File: config.mk
export PLATFORM = sky130hd
export DESIGN_NAME = oflow_score_board
export DESIGN_NICKNAME = d
export VERILOG_FILES = /design/src/rtl/oflow_score_board.sv
export SDC_FILE = /design/constraint.sdc
export NUM_CORES = 2
export LEC_CHECK = 0
export CORE_UTILIZATION = 28
export DETAILED_ROUTE_END_ITERATION = 12
export GPL_TIMING_DRIVEN = 0
export PLACE_DENSITY = 0.51
export SLEW_MARGIN = 0
export SYNTH_ARGS = -nofsm -noshare
export SYNTH_HDL_FRONTEND = slang
export SYNTH_SLANG_ARGS = --single-unit
File: constraint.sdc
create_clock -name clk -period 5.3 [get_ports clk]
set_input_delay 1.06 -clock clk [delete_from_list [all_inputs] [get_ports clk]]
set_output_delay 1.06 -clock clk [all_outputs]
set_load 0.005 [all_outputs]
File: src/rtl/oflow_score_board.sv
// Per-frame candidate store: PEs load best/fallback (score, id) pairs, conflict
// resolution reads and re-points them, then each valid entry's resolved id is streamed out.
module oflow_score_board #(
  parameter int NUM_PE    = 8,
  parameter int NUM_ROW   = 4,
  parameter int PE_LEN    = $clog2(NUM_PE),
  parameter int ROW_LEN   = $clog2(NUM_ROW),
  parameter int SCORE_LEN = 11,
  parameter int ID_LEN    = 12
) (
  input  logic                 clk,
  input  logic                 reset_N,
  input  logic                 start_load,
  input  logic                 wr_en_pe,
  input  logic [PE_LEN-1:0]    wr_pe,
  input  logic [ROW_LEN-1:0]   wr_row,
  input  logic [SCORE_LEN-1:0] wr_score_best,
  input  logic [SCORE_LEN-1:0] wr_score_fb,
  input  logic [ID_LEN-1:0]    wr_id_best,
  input  logic [ID_LEN-1:0]    wr_id_fb,
  input  logic                 frame_done,
  output logic                 load_ready,
  output logic                 start_cr,
  input  logic                 done_cr,
  input  logic [ROW_LEN-1:0]   row_sel_from_cr,
  input  logic [PE_LEN-1:0]    pe_sel_from_cr,
  output logic [SCORE_LEN-1:0] score_to_cr,
  output logic [ID_LEN-1:0]    id_to_cr,
  input  logic [ROW_LEN-1:0]   row_to_change,
  input  logic [PE_LEN-1:0]    pe_to_change,
  input  logic                 data_to_score_board,
  input  logic                 write_to_pointer,
  output logic                 out_valid,
  input  logic                 out_ready,
  output logic [ROW_LEN-1:0]   out_row,
  output logic [PE_LEN-1:0]    out_pe,
  output logic [ID_LEN-1:0]    out_id,
  output logic                 dump_done
);

  typedef enum logic [1:0] {
    S_IDLE,
    S_LOAD,
    S_CR,
    S_DUMP
  } state_t;

  localparam logic [ROW_LEN-1:0] LAST_ROW = ROW_LEN'(NUM_ROW - 1);
  localparam logic [PE_LEN-1:0]  LAST_PE  = PE_LEN'(NUM_PE - 1);

  state_t r_state;
  state_t w_state_nxt;
  logic   r_start_cr;
  logic   r_dump_done;
  logic   w_start_cr_nxt;
  logic   w_dump_done_nxt;

  logic                 r_valid      [NUM_ROW][NUM_PE];
  logic                 r_ptr        [NUM_ROW][NUM_PE];
  logic [SCORE_LEN-1:0] r_score_best [NUM_ROW][NUM_PE];
  logic [SCORE_LEN-1:0] r_score_fb   [NUM_ROW][NUM_PE];
  logic [ID_LEN-1:0]    r_id_best    [NUM_ROW][NUM_PE];
  logic [ID_LEN-1:0]    r_id_fb      [NUM_ROW][NUM_PE];

  logic [ROW_LEN-1:0] r_scan_row;
  logic [PE_LEN-1:0]  r_scan_pe;

  logic w_any_valid;
  logic w_scan_valid;
  logic w_scan_last;
  logic w_scan_adv;
  logic w_rd_valid;
  logic w_rd_ptr;

  // A write landing in the same cycle as frame_done still counts as valid.
  always_comb begin
    w_any_valid = wr_en_pe;
    for (int r = 0; r < NUM_ROW; r++) begin
      for (int p = 0; p < NUM_PE; p++) begin
        w_any_valid = w_any_valid | r_valid[r][p];
      end
    end
  end

  assign w_scan_valid = r_valid[r_scan_row][r_scan_pe];
  assign w_scan_last  = (r_scan_row == LAST_ROW) && (r_scan_pe == LAST_PE);
  assign w_scan_adv   = (r_state == S_DUMP) && (!w_scan_valid || out_ready);

  always_comb begin
    // NOTE: every always_comb output gets a default first so no path can infer a latch.
    w_state_nxt     = r_state;
    w_start_cr_nxt  = 1'b0;
    w_dump_done_nxt = 1'b0;
    case (r_state)
      S_IDLE: begin
        if (start_load) w_state_nxt = S_LOAD;
      end
      S_LOAD: begin
        if (frame_done) begin
          if (w_any_valid) begin
            w_state_nxt    = S_CR;
            w_start_cr_nxt = 1'b1;
          end else begin
            w_state_nxt     = S_IDLE;
            w_dump_done_nxt = 1'b1;
          end
        end
      end
      S_CR: begin
        if (done_cr) w_state_nxt = S_DUMP;
      end
      S_DUMP: begin
        if (w_scan_adv && w_scan_last) begin
          w_state_nxt     = S_IDLE;
          w_dump_done_nxt = 1'b1;
        end
      end
      default: w_state_nxt = S_IDLE;
    endcase
  end

  // NOTE: sequential state uses non-blocking assignments so every flop samples pre-edge values.
  always_ff @(posedge clk) begin
    if (!reset_N) begin
      r_state     <= S_IDLE;
      r_start_cr  <= 1'b0;
      r_dump_done <= 1'b0;
    end else begin
      r_state     <= w_state_nxt;
      r_start_cr  <= w_start_cr_nxt;
      r_dump_done <= w_dump_done_nxt;
    end
  end

  always_ff @(posedge clk) begin
    if (!reset_N) begin
      r_scan_row <= '0;
      r_scan_pe  <= '0;
    end else if (w_scan_adv) begin
      if (w_scan_last) begin
        r_scan_row <= '0;
        r_scan_pe  <= '0;
      end else if (r_scan_pe == LAST_PE) begin
        r_scan_pe  <= '0;
        r_scan_row <= r_scan_row + 1'b1;
      end else begin
        r_scan_pe  <= r_scan_pe + 1'b1;
      end
    end
  end

  // Control bits per entry; opening a frame wipes the previous frame's state.
  always_ff @(posedge clk) begin
    if (!reset_N) begin
      for (int r = 0; r < NUM_ROW; r++) begin
        for (int p = 0; p < NUM_PE; p++) begin
          r_valid[r][p] <= 1'b0;
          r_ptr[r][p]   <= 1'b0;
        end
      end
    end else begin
      case (r_state)
        S_IDLE: begin
          if (start_load) begin
            for (int r = 0; r < NUM_ROW; r++) begin
              for (int p = 0; p < NUM_PE; p++) begin
                r_valid[r][p] <= 1'b0;
                r_ptr[r][p]   <= 1'b0;
              end
            end
          end
        end
        S_LOAD: begin
          if (wr_en_pe) begin
            r_valid[wr_row][wr_pe] <= 1'b1;
            r_ptr[wr_row][wr_pe]   <= 1'b0;
          end
        end
        S_CR: begin
          if (write_to_pointer) r_ptr[row_to_change][pe_to_change] <= data_to_score_board;
        end
        default: ;
      endcase
    end
  end

  // NOTE: candidate payload is not reset; the valid bits gate every use of it.
  always_ff @(posedge clk) begin
    if (r_state == S_LOAD && wr_en_pe) begin
      r_score_best[wr_row][wr_pe] <= wr_score_best;
      r_score_fb[wr_row][wr_pe]   <= wr_score_fb;
      r_id_best[wr_row][wr_pe]    <= wr_id_best;
      r_id_fb[wr_row][wr_pe]      <= wr_id_fb;
    end
  end

  assign w_rd_valid = r_valid[row_sel_from_cr][pe_sel_from_cr];
  assign w_rd_ptr   = r_ptr[row_sel_from_cr][pe_sel_from_cr];

  assign score_to_cr = !w_rd_valid ? '1 :
                       w_rd_ptr    ? r_score_fb[row_sel_from_cr][pe_sel_from_cr] :
                                     r_score_best[row_sel_from_cr][pe_sel_from_cr];
  assign id_to_cr    = !w_rd_valid ? '1 :
                       w_rd_ptr    ? r_id_fb[row_sel_from_cr][pe_sel_from_cr] :
                                     r_id_best[row_sel_from_cr][pe_sel_from_cr];

  assign load_ready = (r_state == S_IDLE) || (r_state == S_LOAD);
  assign start_cr   = r_start_cr;
  assign dump_done  = r_dump_done;
  assign out_valid  = (r_state == S_DUMP) && w_scan_valid;
  assign out_row    = r_scan_row;
  assign out_pe     = r_scan_pe;
  assign out_id     = !out_valid ? '0 :
                      r_ptr[r_scan_row][r_scan_pe] ? r_id_fb[r_scan_row][r_scan_pe] :
                                                     r_id_best[r_scan_row][r_scan_pe];

endmodule

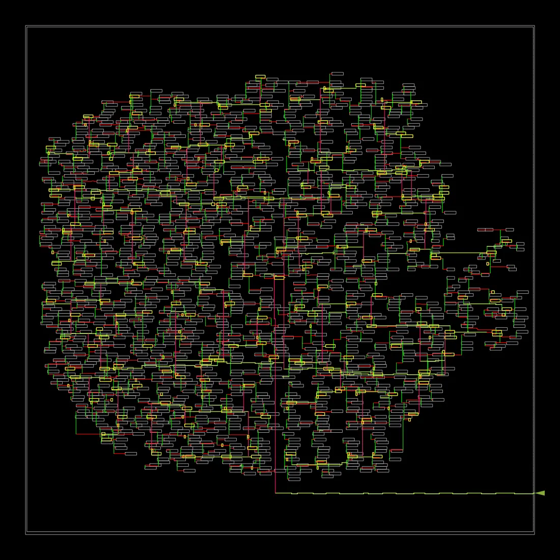
Fig. 1. Clock routing.
worst clock skew on the final layout: 34.8 ps
TritonCTS Buffers: 165

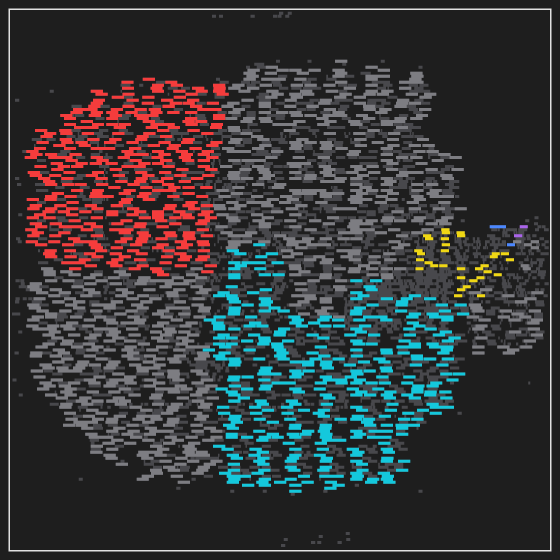
Fig. 2. Register map, names as in the netlist.
Other sequential cells in the stronger gray, the rest of the logic in the fainter gray.
legend:
  purple:
    netlist_name: out_row
    flops: 2
  yellow:
    netlist_name: r_valid
    flops: 32
    where: east
  cyan:
    netlist_name: r_id_fb
    flops: 384
  red:
    netlist_name: r_score_best
    flops: 352
  blue:
    netlist_name: out_pe
    flops: 3
not colored: 774
combined flip-flop and latch cell area: 46,000 sq um
Sequential Power: 13,500 uW
register fraction of the total cell area: 57.8%
fin util: 33.9%

==> impl_metrics.json <==
{
  "outcome": "finished, violations left",
  "violations_in_the_final_reports": "negative setup slack",
  "clock_buffer_instance_count_of_the_final_layout": 213,
  "wl_met2_mm": 104,
  "drt-total-wl_mm": 229,
  "openroad.warnings": 29,
  "cts-root-buf": "sky130_fd_sc_hd__clkbuf_16",
  "final_critical_path_setup_slack_ps": -2.91,
  "yosys.area.top_type": "sky130_fd_sc_hd__edfxtp_1",
  "netlist_top_cells_area": "sky130_fd_sc_hd__edfxtp_1 68%, sky130_fd_sc_hd__mux4_2 24%, sky130_fd_sc_hd__mux2i_1 1.3%",
  "comb-power_uw": 1490,
  "buffer_ports.inserted": 110,
  "cp_slowest_cell": "sky130_fd_sc_hd__clkdlybuf4s15_1",
  "detailedPlacementHpwl_mm": 154,
  "placedCellCount": 6338,
  "timing.critical_path.cells": "clkbuf_2 -> clkdlybuf4s15_1 -> mux4_2 -> mux4_2 -> a211o_2 -> a21o_2 -> clkdlybuf4s50_1",
  "tritoncts": "yes",
  "syn-instance-count": 3002,
  "leakage_uw": 0.0239,
  "use_met1_pct": 27.2,
  "met3RoutedLength_mm": 21.6,
  "setup_violations": 1,
  "area_fraction_of_clock_buffers_and_clock_inverters_pct": 6.56,
  "maxUsedRoutingLayer": "met5",
  "reg2reg_to": "r_score_fb[2][15]",
  "ys_sh_aoi_pct": 2.02
}
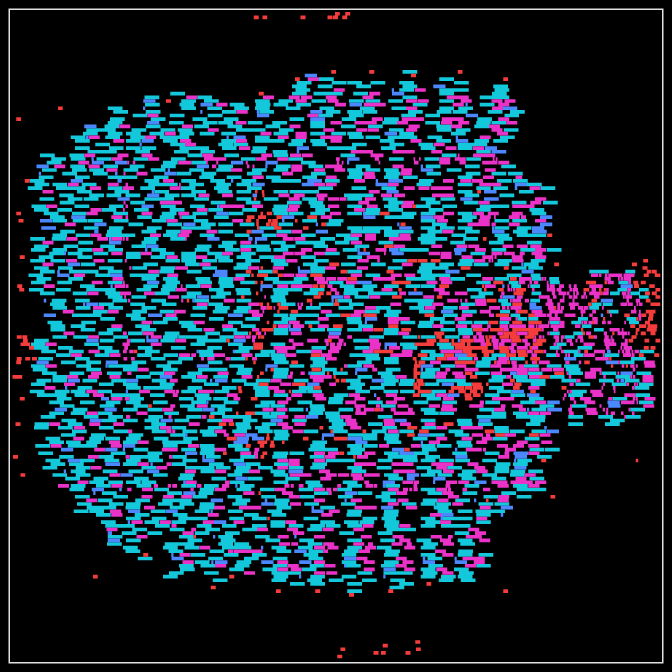
Fig. 3. Placed cells, one color a class.
legend:
  blue:
    class: clock drivers and dummy loads
    cells: 300
  cyan:
    class: registers
    cells: 1,547
  magenta:
    class: remaining logic cells
    cells: 1,251
  red:
    class: remaining buffers and delay cells
    cells: 393
Core Rows: 178
post-route standard cell area excluding fillers: 79,700 sq um
area of the core region: 235,000 sq um

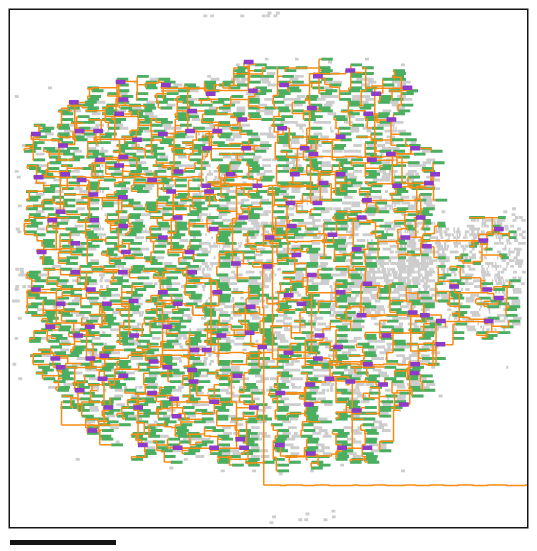
Fig. 4. Clock distribution.
Scale bar: 100 microns.
legend:
  orange:
    item: clock wires
    length: 19,500 microns
  green:
    item: flip-flops
    count: 1,547
  purple:
    item: clock-net drivers
    count: 165
routed clock nets: 166
clock insertion delay at the later pin of the skew report: 800 ps
clock group share of total power: 42.9%
clk pwr: 11,300 uW

-- state kept, by name, indices dropped and copies added, names as in the netlist, named ones only --
register and count:
dump_done 1, out_pe 3, out_row 2, r_id_best 384, r_id_fb 384, r_ptr 32, r_score_best 352, r_score_fb 352
r_state 1, r_valid 32, start_cr 1
-- placed cells by master, fill, tap and decap left out, drive strengths merged, types with 16 or more instances in the layout --
master / netlist / routed
nand3: 16 / 16
o22ai: 36 / 36
a211o: 22 / 22
mux4: 706 / 706
mux2i: 91 / 91
a21o: 22 / 22
nor2: 153 / 153
edfxtp: 1504 / 1504
nand2: 19 / 19
clkbuf: 105 / 316
buf: 99 / 175
clkinv: 0 / 72
a21oi: 31 / 31
a22oi: 24 / 24
clkdlybuf4s50: 0 / 108
dfxtp: 43 / 43
o21ai: 60 / 60
No activity file was given, so power comes from the tool's default toggle rates.
